`src/rtl/keypad_pkg.sv`:
```
// Shared types, constants and helpers for the matrix-keypad scanner.
package keypad_pkg;

    localparam int NUM_COLS = 4;
    localparam int NUM_ROWS = 4;
    localparam int CODE_W   = 4;
    localparam logic [NUM_ROWS-1:0] ROW_IDLE = 4'b1111;

    typedef enum logic [1:0] {
        SCAN     = 2'd0,
        DEBOUNCE = 2'd1,
        HELD     = 2'd2
    } scan_state_t;

    // Active-low one-hot column drive for a column index.
    function automatic logic [NUM_COLS-1:0] col_drive(input logic [1:0] col);
        return ~(4'b0001 << col);
    endfunction

    // Index of the lowest zero bit; lowest row wins when several are low.
    function automatic logic [1:0] low_zero_idx(input logic [NUM_ROWS-1:0] pat);
        logic [1:0] idx;
        idx = 2'd0;
        for (int i = NUM_ROWS - 1; i >= 0; i--) begin
            if (!pat[i]) idx = 2'(i);
        end
        return idx;
    endfunction

endpackage

```
`src/rtl/keypad_scan_if.sv`:
```
// Keypad matrix and key-event signals; master = scanner, slave = keypad/consumer side.
interface keypad_scan_if;
    import keypad_pkg::*;

    logic [NUM_ROWS-1:0] KEY_ROW;
    logic [NUM_COLS-1:0] KEY_COL;
    logic [CODE_W-1:0]   KEY_CODE;
    logic                KEY_VALID;
    logic                KEY_HELD;

    modport master (
        input  KEY_ROW,
        output KEY_COL,
        output KEY_CODE,
        output KEY_VALID,
        output KEY_HELD
    );

    modport slave (
        output KEY_ROW,
        input  KEY_COL,
        input  KEY_CODE,
        input  KEY_VALID,
        input  KEY_HELD
    );
endinterface

```
`src/rtl/scan_tick_gen.sv`:
```
// Free-running divider: one-CLK strobe every DIV cycles, first strobe ends on edge DIV after reset.
module scan_tick_gen #(
    parameter int DIV = 250000
) (
    input  logic CLK,
    input  logic RESET,
    output logic tick
);
    localparam int CW = (DIV > 1) ? $clog2(DIV) : 1;

    logic [CW-1:0] cnt;

    assign tick = (cnt == CW'(DIV - 1));

    // NOTE: sequential state uses non-blocking assignments so every flop samples pre-edge values.
    always_ff @(posedge CLK or posedge RESET) begin
        if (RESET) begin
            cnt <= '0;
        end else if (tick) begin
            cnt <= '0;
        end else begin
            cnt <= cnt + CW'(1);
        end
    end
endmodule

```
`src/rtl/keypad_scan.sv`:
```
// 4x4 active-low keypad scanner with debounce, column lock and priority encode.
// Optional auto-repeat while held is enabled by defining KEYPAD_REPEAT_EN.
module keypad_scan
    import keypad_pkg::*;
#(
    parameter int SCAN_DIV     = 250000,
    parameter int DEBOUNCE_CNT = 4,
    parameter int REPEAT_DLY   = 100,
    parameter int REPEAT_RATE  = 25
) (
    input logic           CLK,
    input logic           RESET,
    keypad_scan_if.master kif
);
    // One width serves every tick counter so the repeat settings size nothing else.
    localparam int MAX_A     = (DEBOUNCE_CNT > REPEAT_DLY) ? DEBOUNCE_CNT : REPEAT_DLY;
    localparam int MAX_TICKS = (MAX_A > REPEAT_RATE) ? MAX_A : REPEAT_RATE;
    localparam int CNT_W     = $clog2(MAX_TICKS + 1);

    typedef logic [CNT_W-1:0] cnt_t;

    logic                tick;
    logic [NUM_ROWS-1:0] row_meta;
    logic [NUM_ROWS-1:0] row_s;
    scan_state_t         state;
    logic [1:0]          col;
    logic [NUM_COLS-1:0] key_col;
    logic [NUM_ROWS-1:0] pattern;
    cnt_t                deb_cnt;
    cnt_t                rel_cnt;
    logic [CODE_W-1:0]   key_code;
    logic                key_valid;
    logic                key_held;
`ifdef KEYPAD_REPEAT_EN
    cnt_t                rep_cnt;
    logic                rep_first;
`endif

    scan_tick_gen #(.DIV(SCAN_DIV)) u_tick (
        .CLK   (CLK),
        .RESET (RESET),
        .tick  (tick)
    );

    // Rows are asynchronous to CLK; only the second flop is ever used.
    always_ff @(posedge CLK or posedge RESET) begin
        if (RESET) begin
            row_meta <= ROW_IDLE;
            row_s    <= ROW_IDLE;
        end else begin
            row_meta <= kif.KEY_ROW;
            row_s    <= row_meta;
        end
    end

    always_ff @(posedge CLK or posedge RESET) begin
        if (RESET) begin
            state     <= SCAN;
            col       <= 2'd0;
            key_col   <= 4'b1110;
            pattern   <= ROW_IDLE;
            deb_cnt   <= '0;
            rel_cnt   <= '0;
            key_code  <= '0;
            key_valid <= 1'b0;
            key_held  <= 1'b0;
`ifdef KEYPAD_REPEAT_EN
            rep_cnt   <= '0;
            rep_first <= 1'b1;
`endif
        end else begin
            key_valid <= 1'b0;
            if (tick) begin
                case (state)
                    SCAN: begin
                        if (row_s == ROW_IDLE) begin
                            col     <= col + 2'd1;
                            key_col <= col_drive(col + 2'd1);
                        end else begin
                            pattern <= row_s;
                            deb_cnt <= cnt_t'(1);
                            state   <= DEBOUNCE;
                        end
                    end

                    DEBOUNCE: begin
                        if (row_s == pattern) begin
                            if (int'(deb_cnt) + 1 >= DEBOUNCE_CNT) begin
                                key_code  <= {col, low_zero_idx(pattern)};
                                key_valid <= 1'b1;
                                key_held  <= 1'b1;
                                deb_cnt   <= '0;
                                rel_cnt   <= '0;
                                state     <= HELD;
`ifdef KEYPAD_REPEAT_EN
                                rep_cnt   <= '0;
                                rep_first <= 1'b1;
`endif
                            end else begin
                                deb_cnt <= deb_cnt + cnt_t'(1);
                            end
                        end else begin
                            deb_cnt <= '0;
                            col     <= col + 2'd1;
                            key_col <= col_drive(col + 2'd1);
                            state   <= SCAN;
                        end
                    end

                    HELD: begin
                        // Column stays locked here, so other columns are never observed.
                        if (row_s == ROW_IDLE) begin
`ifdef KEYPAD_REPEAT_EN
                            rep_cnt <= '0;
`endif
                            if (int'(rel_cnt) + 1 >= DEBOUNCE_CNT) begin
                                key_held <= 1'b0;
                                rel_cnt  <= '0;
                                col      <= col + 2'd1;
                                key_col  <= col_drive(col + 2'd1);
                                state    <= SCAN;
                            end else begin
                                rel_cnt <= rel_cnt + cnt_t'(1);
                            end
                        end else begin
                            rel_cnt <= '0;
`ifdef KEYPAD_REPEAT_EN
                            if (int'(rep_cnt) + 1 >= (rep_first ? REPEAT_DLY : REPEAT_RATE)) begin
                                key_valid <= 1'b1;
                                rep_cnt   <= '0;
                                rep_first <= 1'b0;
                            end else begin
                                rep_cnt <= rep_cnt + cnt_t'(1);
                            end
`endif
                        end
                    end

                    default: state <= SCAN;
                endcase
            end
        end
    end

    assign kif.KEY_COL   = key_col;
    assign kif.KEY_CODE  = key_code;
    assign kif.KEY_VALID = key_valid;
    assign kif.KEY_HELD  = key_held;

endmodule

```
`src/flat_wrapper.sv`:
```
// flat-port wrapper written by rule: the top's interface ports become plain ports
module keypad_scan_flat import keypad_pkg::*;
#(
    parameter int SCAN_DIV     = 250000,
    parameter int DEBOUNCE_CNT = 4,
    parameter int REPEAT_DLY   = 100,
    parameter int REPEAT_RATE  = 25
)
  (CLK, RESET, kif_KEY_ROW, kif_KEY_COL, kif_KEY_CODE, kif_KEY_VALID, kif_KEY_HELD);
  keypad_scan_if kif_i ();
  input logic CLK;
  input logic RESET;
  input wire logic [$bits(kif_i.KEY_ROW)-1:0] kif_KEY_ROW;
  output wire logic [$bits(kif_i.KEY_COL)-1:0] kif_KEY_COL;
  output wire logic [$bits(kif_i.KEY_CODE)-1:0] kif_KEY_CODE;
  output wire logic [$bits(kif_i.KEY_VALID)-1:0] kif_KEY_VALID;
  output wire logic [$bits(kif_i.KEY_HELD)-1:0] kif_KEY_HELD;
  assign kif_i.KEY_ROW = kif_KEY_ROW;
  assign kif_KEY_COL = kif_i.KEY_COL;
  assign kif_KEY_CODE = kif_i.KEY_CODE;
  assign kif_KEY_VALID = kif_i.KEY_VALID;
  assign kif_KEY_HELD = kif_i.KEY_HELD;
  keypad_scan #(.SCAN_DIV(SCAN_DIV), .DEBOUNCE_CNT(DEBOUNCE_CNT), .REPEAT_DLY(REPEAT_DLY), .REPEAT_RATE(REPEAT_RATE)) u_core (.CLK(CLK), .RESET(RESET), .kif(kif_i));
endmodule
```
`config.mk`:
```
export PLATFORM = sky130hd
export DESIGN_NAME = keypad_scan_flat
export DESIGN_NICKNAME = d
export VERILOG_FILES = /design/src/rtl/keypad_pkg.sv /design/src/rtl/keypad_scan_if.sv /design/src/rtl/scan_tick_gen.sv /design/src/rtl/keypad_scan.sv /design/src/flat_wrapper.sv
export SDC_FILE = /design/constraint.sdc
export NUM_CORES = 1
export LEC_CHECK = 0
export ABC_CLOCK_PERIOD_IN_PS = 5370
export CAP_MARGIN = 10
export CORE_UTILIZATION = 55
export CTS_BUF_LIST = sky130_fd_sc_hd__clkbuf_4 sky130_fd_sc_hd__clkbuf_8 sky130_fd_sc_hd__clkbuf_16
export DETAILED_ROUTE_END_ITERATION = 6
export GPL_TIMING_DRIVEN = 0
export PLACE_DENSITY = 0.78
export SYNTH_ARGS = -nofsm -noshare
export SYNTH_HDL_FRONTEND = slang
export SYNTH_SLANG_ARGS = --single-unit
```
`constraint.sdc`:
```
create_clock -name CLK -period 5.37 [get_ports CLK]
set_input_delay 1.074 -clock CLK [delete_from_list [all_inputs] [get_ports CLK]]
set_output_delay 1.074 -clock CLK [all_outputs]
set_load 0.05 [all_outputs]
```
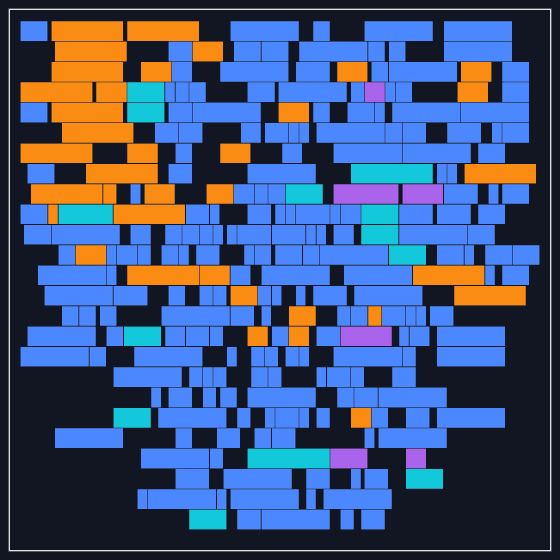
**Above:** drive-strength map.
drive 6 and up -> cyan  # cells 13, share 4.9%
drive 2 -> orange  # cells 36, share 14%
drive 1 or less -> blue  # cells 208, share 79%
drive 3 to 4 -> purple  # cells 6, share 2.3%

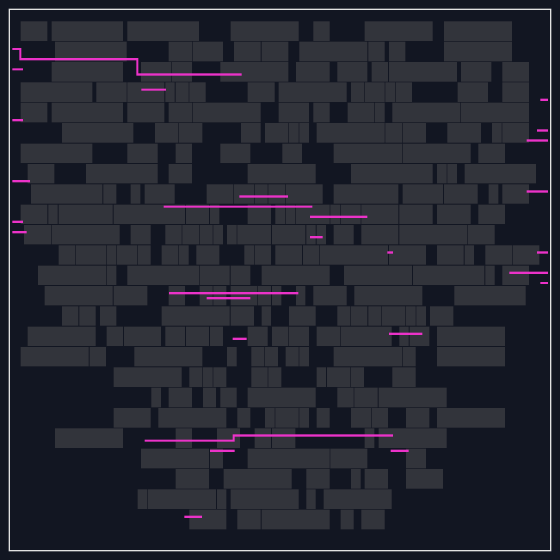
**Above:** the metal 3 layer.
share of all routed wire = 3.5%
nets with wire on the layer = 19
wire length on this layer = 161 microns

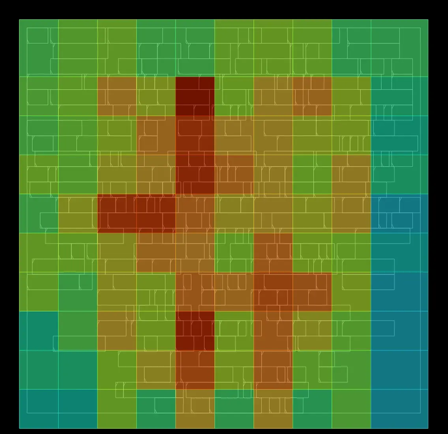
**Above:** routing congestion map.
All-Layer GR Usage: 20.6%
met3 usage: 4.72%
Wirelength per Cell: 14.1 microns

==> impl_metrics.ini <==
; yosys + openroad results
[clock_tree]
cts_tree = built
hold_buffers = 0
cts_setup_buffers = 0
clk_latency_ns = 0.33
cts_root_buffer = clkbuf_8
postCtsResizedCells = 0
clockBufferDepth = 2
cts.sink_count = 58
path_clk_slew_ns = 0.06
htreeDepth = 3
cts_buffers = 9

[synth]
syn-instance-count = 231
enable_flop_cells = 0
synthAoiAreaFrac_pct = 6.65
mux_share_pct = 6.60
synthesis.nets = 248
synth_area_sq_um = 2710
async_reset_ff_share_pct = 100
ys_ff = 58
ys_seq_share_pct = 54.2
ys_sh_xor_pct = 5.82
flop_cell = dfrtp_1
fa_ha_area_share_pct = 5.08
yosysChipArea_sq_um = 2710
ys_cells = 231
top_logic_kind = simple AND/OR/NAND/NOR gates
synth_area_per_cell_sq_um = 11.7
simple_gate_share_pct = 19.5
synthDistinctLibCells = 47
yosysWarnings = 0

[finish]
antennaDiodeCount = 0
final_util_pct = 67.5
drive_gt1_share_pct = 20.9
lay_top_cells = dfrtp_1, nor2_1, clkdlybuf4s50_1, dfstp_2, nand2_1
area_delta_synth_final_pct = 17.6
fill_cells = 345
nets = 275
final_common_cell = dfrtp_1

[routing]
firstDrtPassIters = 4
dr_total_vias = 1800
first_iter_violations = 113
vias_per_cell = 5.45
ant_nets = 0
route.detailed.drc = 0
drt-total-wl_microns = 4670

[floorplan]
rows = 25
num_io_pins = 16
core_area_sq_um = 4720
initCoreUtil_pct = 57.4
chipWidth_microns = 72.2
die_y_microns = 72.2
dieArea_sq_um = 5210

[sta]
setup_violations = 0
rsz0062_at_grt = false
finalMaxSlewViolations = 0
fin_skew_ns = 0.00842
hold_viol = 0
finalClockPeriodUsage_pct = 50.6
relSlewSlack_pct = 58.9
finalCriticalPeriod_ns = 2.72
worst_pin_slew_ns = 0.611
tns_ns = 0
max_freq_mhz = 368

[critical_path]
r2r_start = u_core.u_tick.cnt[11]
worst_setup_path_end_kind = output port
slowest_stage = clkdlybuf4s50_1
critPathLaunchType = flop
startpoint = u_core.kif.KEY_COL[3]
crit_type = flop to output port
critPathMaxFanout = 2
r2r_cells = 5
cp_num_cells = 1
crit_family = buffers and inverters
crit_chain = clkdlybuf4s50_1
cp_num_buf_inv = 1
critPathRequiredTime_ns = 4.30
slowest_delay_ns = 0.79
worstPathArrival_ns = 1.65

[power]
p_leak_uw = 0.00142
combPwrFrac_pct = 1.8
power_switching_uw = 178
ir_drop_uv = 233
pwr-share-clk_pct = 49.0
p_per_area_nw_per_um2 = 284
finalPower_uw = 904
switching_share_pct = 19.7
seqPwrFrac_pct = 49.2
internal-power_uw = 726

[place]
dp_hpwl_microns = 3240
io_buffers = 15
globalplace.congestion = 0.826

[run]
drv_cap = 0
openroad.warnings = 32

[worst_hold_path]
min_path_type = flop to flop
whs_path_depth = 0
hp-start = u_core.row_meta[1]

[global_routing]
grt_start_max_net_pins = 37
first_global_vias = 1686
grt_overflow = 0
grt_antenna_before_repair = 0
grt_pass1_wl_microns = 8000

[run_status]
status = complete, no violations
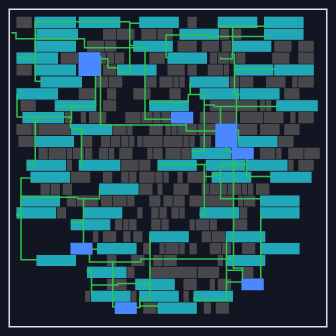
**Above:** clock network drawn from the DEF.
clock wires -> green  # length 709 microns
cells driving clock nets -> blue  # count 9
flip-flops -> cyan  # count 58
routed clock nets = 10
flops lie = widely spread

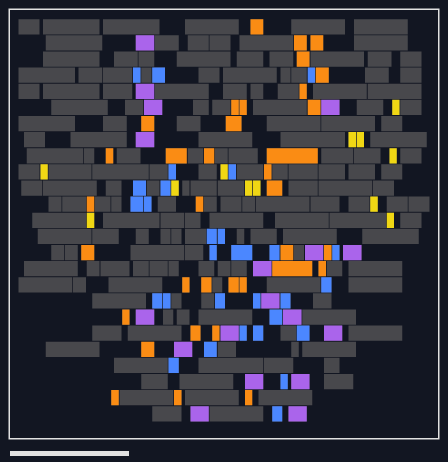
**Above:** logic cells by family.
The bar under the picture is 20 microns long.
NAND gates -> blue  # cells 29, most used nand2_1
NOR gates -> orange  # cells 35, most used nor2_1
inverters -> yellow  # cells 12, most used inv_1
XOR/XNOR gates -> purple  # cells 18

power groups by stage:
stage               combinational, uW  clock [uW]  sequential [uW]
floorplan                        8.32           0              452
global placement                 14.5           0              452
detailed placement               16.6           0              453
CTS                              16.8         454              445
global route                     18.4         468              445
finish                           16.0         443              445
final cells by class:
class	instances	area (sq um)	share of cell area, %
multi-input combinational	158	1180	37.1
clock inverter	5	77.6	2.43
inverter	12	45.0	1.41
timing repair buffer	16	170	5.34
buffer	3	11.3	0.353
tap	67	83.8	2.63
sequential	58	1470	46.1
clock buffer	11	145	4.55
per-layer routing:
metal / track usage, % / wire (microns) / vias to the layer above
li1: - / - / 872
met4: 11.1 / 83 / 0
met1: 27.8 / 2220 / 884
met3: 4.72 / 161 / 11
met5: 0 / 0 / -
met2: 31.3 / 2200 / 33
final timing paths:
| path | endpoint | slack (ns) |
|---|---|---|
| setup / recovery | kif_KEY_COL[3] | 2.65 |
| hold / removal | u_core.row_s[1] | 0.35 |
| setup reg to reg | u_core.kif.KEY_CODE[1] | 2.85 |
| hold reg to reg | u_core.row_s[1] | 0.35 |
| max in group asynchronous | u_core.kif.KEY_COL[1] | 3.65 |
| min in group asynchronous | u_core.deb_cnt[4] | 1.10 |
worst reg2reg max path, delay by kind of cell (launching register included):
family | cells | cell delay (ns)
mux | 1 | 0.39
simple gates | 4 | 1.61
flops | 1 | 0.41
per-stage QoR:
| stage | std cells | setup slack (ns) | hold slack, ns | area (sq um) |
|---|---|---|---|---|
| final | 330 | 2.65 | 0.354 | 3190 |
| after global routing | 330 | 2.61 | 0.359 | 3190 |
| after CTS | 330 | 2.64 | 0.357 | 3190 |
| after detailed placement | 314 | 2.88 | 0.348 | 2960 |
| after global placement | 313 | 1.90 | 0.346 | 2940 |
| after floorplan | 231 | 2.89 | 0.345 | 2710 |
registers in the layout, summed over array words and instances, names as in the netlist, 2 cells and up:
signal and flops:
u_core.u_tick.cnt 18, u_core.deb_cnt 7, u_core.rel_cnt 7, u_core.kif.KEY_CODE 4, u_core.kif.KEY_COL 4, u_core.pattern 4
u_core.row_meta 4, u_core.row_s 4, u_core.col 2, u_core.state 2
logic make-up (layout without fill, tap and decap cells):
| group | Yosys count | after routing |
|---|---|---|
| flops | 58 | 58 |
| fa+ha+maj | 11 | 11 |
| mux | 16 | 16 |
| compound gates | 26 | 26 |
| simple gates | 87 | 87 |
| buf+inv | 15 | 47 |
| xor+xnor | 18 | 18 |
cell usage after synthesis (all sizes together), types with 4 or more instances:
cell type	number	area (sq um)
dfrtp	43	1080
nor2	16	60.1
dfstp	15	394
inv	12	45.0
mux2	12	139
nand2	12	45.0
ha	11	138
nand3	11	60.1
and2	9	58.8
xnor2	9	78.8
xor2	9	78.8
nor2b	7	43.8
a21oi	5	25.0
and4	5	45.0
nand4	5	31.3
nor3	5	30.0
mux2i	4	40.0
o21ai	4	20.0
Power and IR drop assume default switching activity.
